### Power grid

(6 px per um) Pins as bars on the die edge.
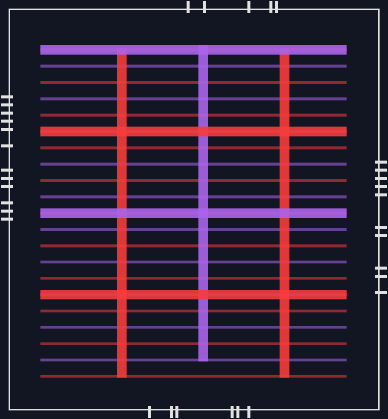
### Placement density heat map

(6 px per um) The die is cut into 6 by 7 equal tiles; black is low, pale yellow is high, 0 to 100% covered.
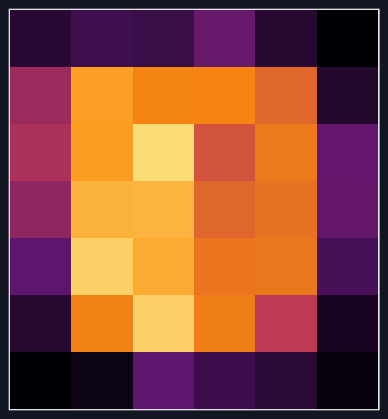
[src/rtl/fetch_sequencer.sv]
// Instruction-fetch control sequencer: drives bus-source and load enables
// for T0-T2, handshaking with memory and the execute sequencer.
module fetch_sequencer #(
    parameter int MEM_TIMEOUT = 16,
    parameter int CNT_W       = 16
) (
    input  logic             clock,
    input  logic             reset,
    input  logic             run,
    input  logic             mem_ready,
    input  logic             exec_done,
    output logic             PCout,
    output logic             Zlowout,
    output logic             MDRout,
    output logic             MARin,
    output logic             IncPC,
    output logic             Zin,
    output logic             PCin,
    output logic             Read,
    output logic             MDRin,
    output logic             IRin,
    output logic             fetch_done,
    output logic             fetch_error,
    output logic [CNT_W-1:0] fetch_count
);

    localparam int WAIT_W = $clog2(MEM_TIMEOUT + 1);
    localparam logic [WAIT_W-1:0] WAIT_LAST = WAIT_W'(MEM_TIMEOUT - 1);

    typedef enum logic [2:0] {
        S_IDLE,
        S_T0,
        S_T1,
        S_T1W,
        S_T2,
        S_HANDOFF,
        S_ERROR
    } state_e;

    state_e            state_q, state_d;
    logic [WAIT_W-1:0] wait_q, wait_d;
    logic [CNT_W-1:0]  count_q, count_d;
    logic              error_q, error_d;

    always_ff @(posedge clock) begin
        if (reset) begin
            state_q <= S_IDLE;
            wait_q  <= '0;
            count_q <= '0;
            error_q <= 1'b0;
        end else begin
            state_q <= state_d;
            wait_q  <= wait_d;
            count_q <= count_d;
            error_q <= error_d;
        end
    end

    always_comb begin
        state_d    = state_q;
        wait_d     = wait_q;
        count_d    = count_q;
        error_d    = error_q;
        PCout      = 1'b0;
        Zlowout    = 1'b0;
        MDRout     = 1'b0;
        MARin      = 1'b0;
        IncPC      = 1'b0;
        Zin        = 1'b0;
        PCin       = 1'b0;
        Read       = 1'b0;
        MDRin      = 1'b0;
        IRin       = 1'b0;
        fetch_done = 1'b0;
        unique case (state_q)
            S_IDLE: begin
                if (run) state_d = S_T0;
            end
            S_T0: begin
                PCout   = 1'b1;
                MARin   = 1'b1;
                IncPC   = 1'b1;
                Zin     = 1'b1;
                state_d = S_T1;
            end
            S_T1: begin
                Zlowout = 1'b1;
                PCin    = 1'b1;
                Read    = 1'b1;
                wait_d  = '0;
                state_d = S_T1W;
            end
            S_T1W: begin
                Read  = 1'b1;
                MDRin = mem_ready;
                // ready on the last permitted wait cycle still completes
                if (mem_ready) begin
                    state_d = S_T2;
                end else if (wait_q == WAIT_LAST) begin
                    state_d = S_ERROR;
                    error_d = 1'b1;
                end else begin
                    wait_d = wait_q + WAIT_W'(1);
                end
            end
            S_T2: begin
                MDRout  = 1'b1;
                IRin    = 1'b1;
                count_d = count_q + CNT_W'(1);
                state_d = S_HANDOFF;
            end
            S_HANDOFF: begin
                fetch_done = 1'b1;
                if (exec_done) state_d = run ? S_T0 : S_IDLE;
            end
            S_ERROR: begin
                state_d = S_ERROR;
            end
            default: begin
                state_d = S_IDLE;
            end
        endcase
    end

    assign fetch_error = error_q;
    assign fetch_count = count_q;

endmodule

[config.mk]
export PLATFORM = sky130hd
export DESIGN_NAME = fetch_sequencer
export DESIGN_NICKNAME = d
export VERILOG_FILES = /design/src/rtl/fetch_sequencer.sv
export SDC_FILE = /design/constraint.sdc
export NUM_CORES = 1
export LEC_CHECK = 0
export CAP_MARGIN = 20
export CORE_ASPECT_RATIO = 1.1
export CORE_MARGIN = 5
export CORE_UTILIZATION = 43
export DETAILED_ROUTE_END_ITERATION = 10
export GPL_TIMING_DRIVEN = 0
export PLACE_DENSITY = 0.72
export SETUP_SLACK_MARGIN = 0.15
export SLEW_MARGIN = 40
export SYNTH_ARGS = -nofsm -noshare
export SYNTH_HDL_FRONTEND = slang
export SYNTH_SLANG_ARGS = --single-unit
[constraint.sdc]
create_clock -name clock -period 2 [get_ports clock]
set_input_delay 0.4 -clock clock [delete_from_list [all_inputs] [get_ports clock]]
set_output_delay 0.4 -clock clock [all_outputs]
set_load 0.1 [all_outputs]
==> out/qor.log <==
[status] status finished clean
[finish] most frequent logic cell in the layout buf_2
[finish] share of cells above drive strength 1 42.8%
[finish] count of fill cells added during filler insertion 233
[power_and_ir_drop] switching power 0.391 mW
[route] highest routed layer met4
[clock_tree] post-cts gate resize count 31
[flow_run] max capacitance violation total 0
[power_and_ir_drop] combinational share of power 33.8%
[critical_path] cell chain of the critical path ha_4, and3_4, ha_4, nor2_4, nand4_1, or4_1, a31oi_1
[power_and_ir_drop] part of the total power dissipated in sequential elements 45.8%
[sta] final tally of max-slew violations 0
[critical_path] beginning of the critical path wait_q[1]
[floorplanning] number of standard-cell rows in the floorplan 20
[critical_path] maximum fanout count along the critical path 4
[power_and_ir_drop] power group with the largest share registers
[floorplanning] core area 2780 um^2
[clock_tree] setup fix buffers added after clock tree synthesis 5
[sta] period utilization 94.6%
[logic_synthesis] EDFF count, synth 0
[grt] vias in the first global route 1179
[logic_synthesis] share of synthesized cell area in and, or, nand and nor gates 28.4%
[route] DRT met1 WL 1360 um
[finish] number of flip-flops and latches 25
[floorplanning] I/O pin count 33
[finish] logic share of the area 39.6%
[route] Routed WL 3270 um
[power_and_ir_drop] reported clock group power 0.225 mW
[clock_tree] deepest level of the CTS H-tree 1
[logic_synthesis] register area share after synthesis 40.1%
[route] Via density 5.55
[clock_tree] Inserted Clock Buffers 3
[power_and_ir_drop] total power of the final layout 1.10 mW
[critical_path] Bufs and invs on worst path 0
[sta] transition time at the pin with the least slew margin 482 ps
[logic_synthesis] adder and majority gate portion of the synthesized area 3.01%
[route] number of nets with antenna violations after detailed routing 0
[finish] final design area excluding fillers 1860 um^2
[power_and_ir_drop] total leakage power 0.734 nW
[logic_synthesis] yosys synthesis warning count 0
[flow_run] number of warnings in the stage logs 29
[placement] half-perimeter wire length after placement 2080 um
[sta] final critical-path setup slack 108 ps
[route] post-detailed-route wirelength per cell 14.4 um
[finish] storage element area 538 um^2
[sta] Hold Violations, Final 0
[critical_path] kind of start point of the critical path register
[power_and_ir_drop] Seq power 0.505 mW
[hold_path] start point of the worst hold path reset
[sta] maximum achievable frequency 529 MHz
[route] remaining routing DRC violations 0
[sta] Post-Route Skew 4.10 ps
[logic_synthesis] synthesized instance count 150
[critical_path] delay contributed by the slowest stage of the critical path 490 ps
[clock_tree] CTS sink cnt 25
[clock_tree] CTS tree done
[critical_path] worst r2r src wait_q[1]
[critical_path] Required @ worst endpoint 2250 ps
[placement] Cell Count Post-Placement 214
[finish] Repair and plain buffers 53
[finish] Clock buffers and inverters, area share 1.41%
[route] total vias in the final route 1259
[finish] antenna diode instance count 0
[finish] dominant kind of cell logic gates
[finish] total number of nets in the final design 203
[grt] global-route wire length before repair 5190 um
[placement] routability congestion estimate 0.768
[sta] RSZ-0062 raised after global routing true
[route] wire length on met2 1660 um
Notes on 'Power grid' above:
legend:
  red:
    net: VSS
  purple:
    net: VDD
rows: 20
signal pins: 33

Notes on 'Placement density heat map' above:
fullest tile: 93%
emptiest ninth of the die: south-east
densest ninth of the die: centre
nearly empty tiles: 7.1%
tiles over 75% full: 19%
mean over tiles: 45%

Power and IR drop assume default switching activity.
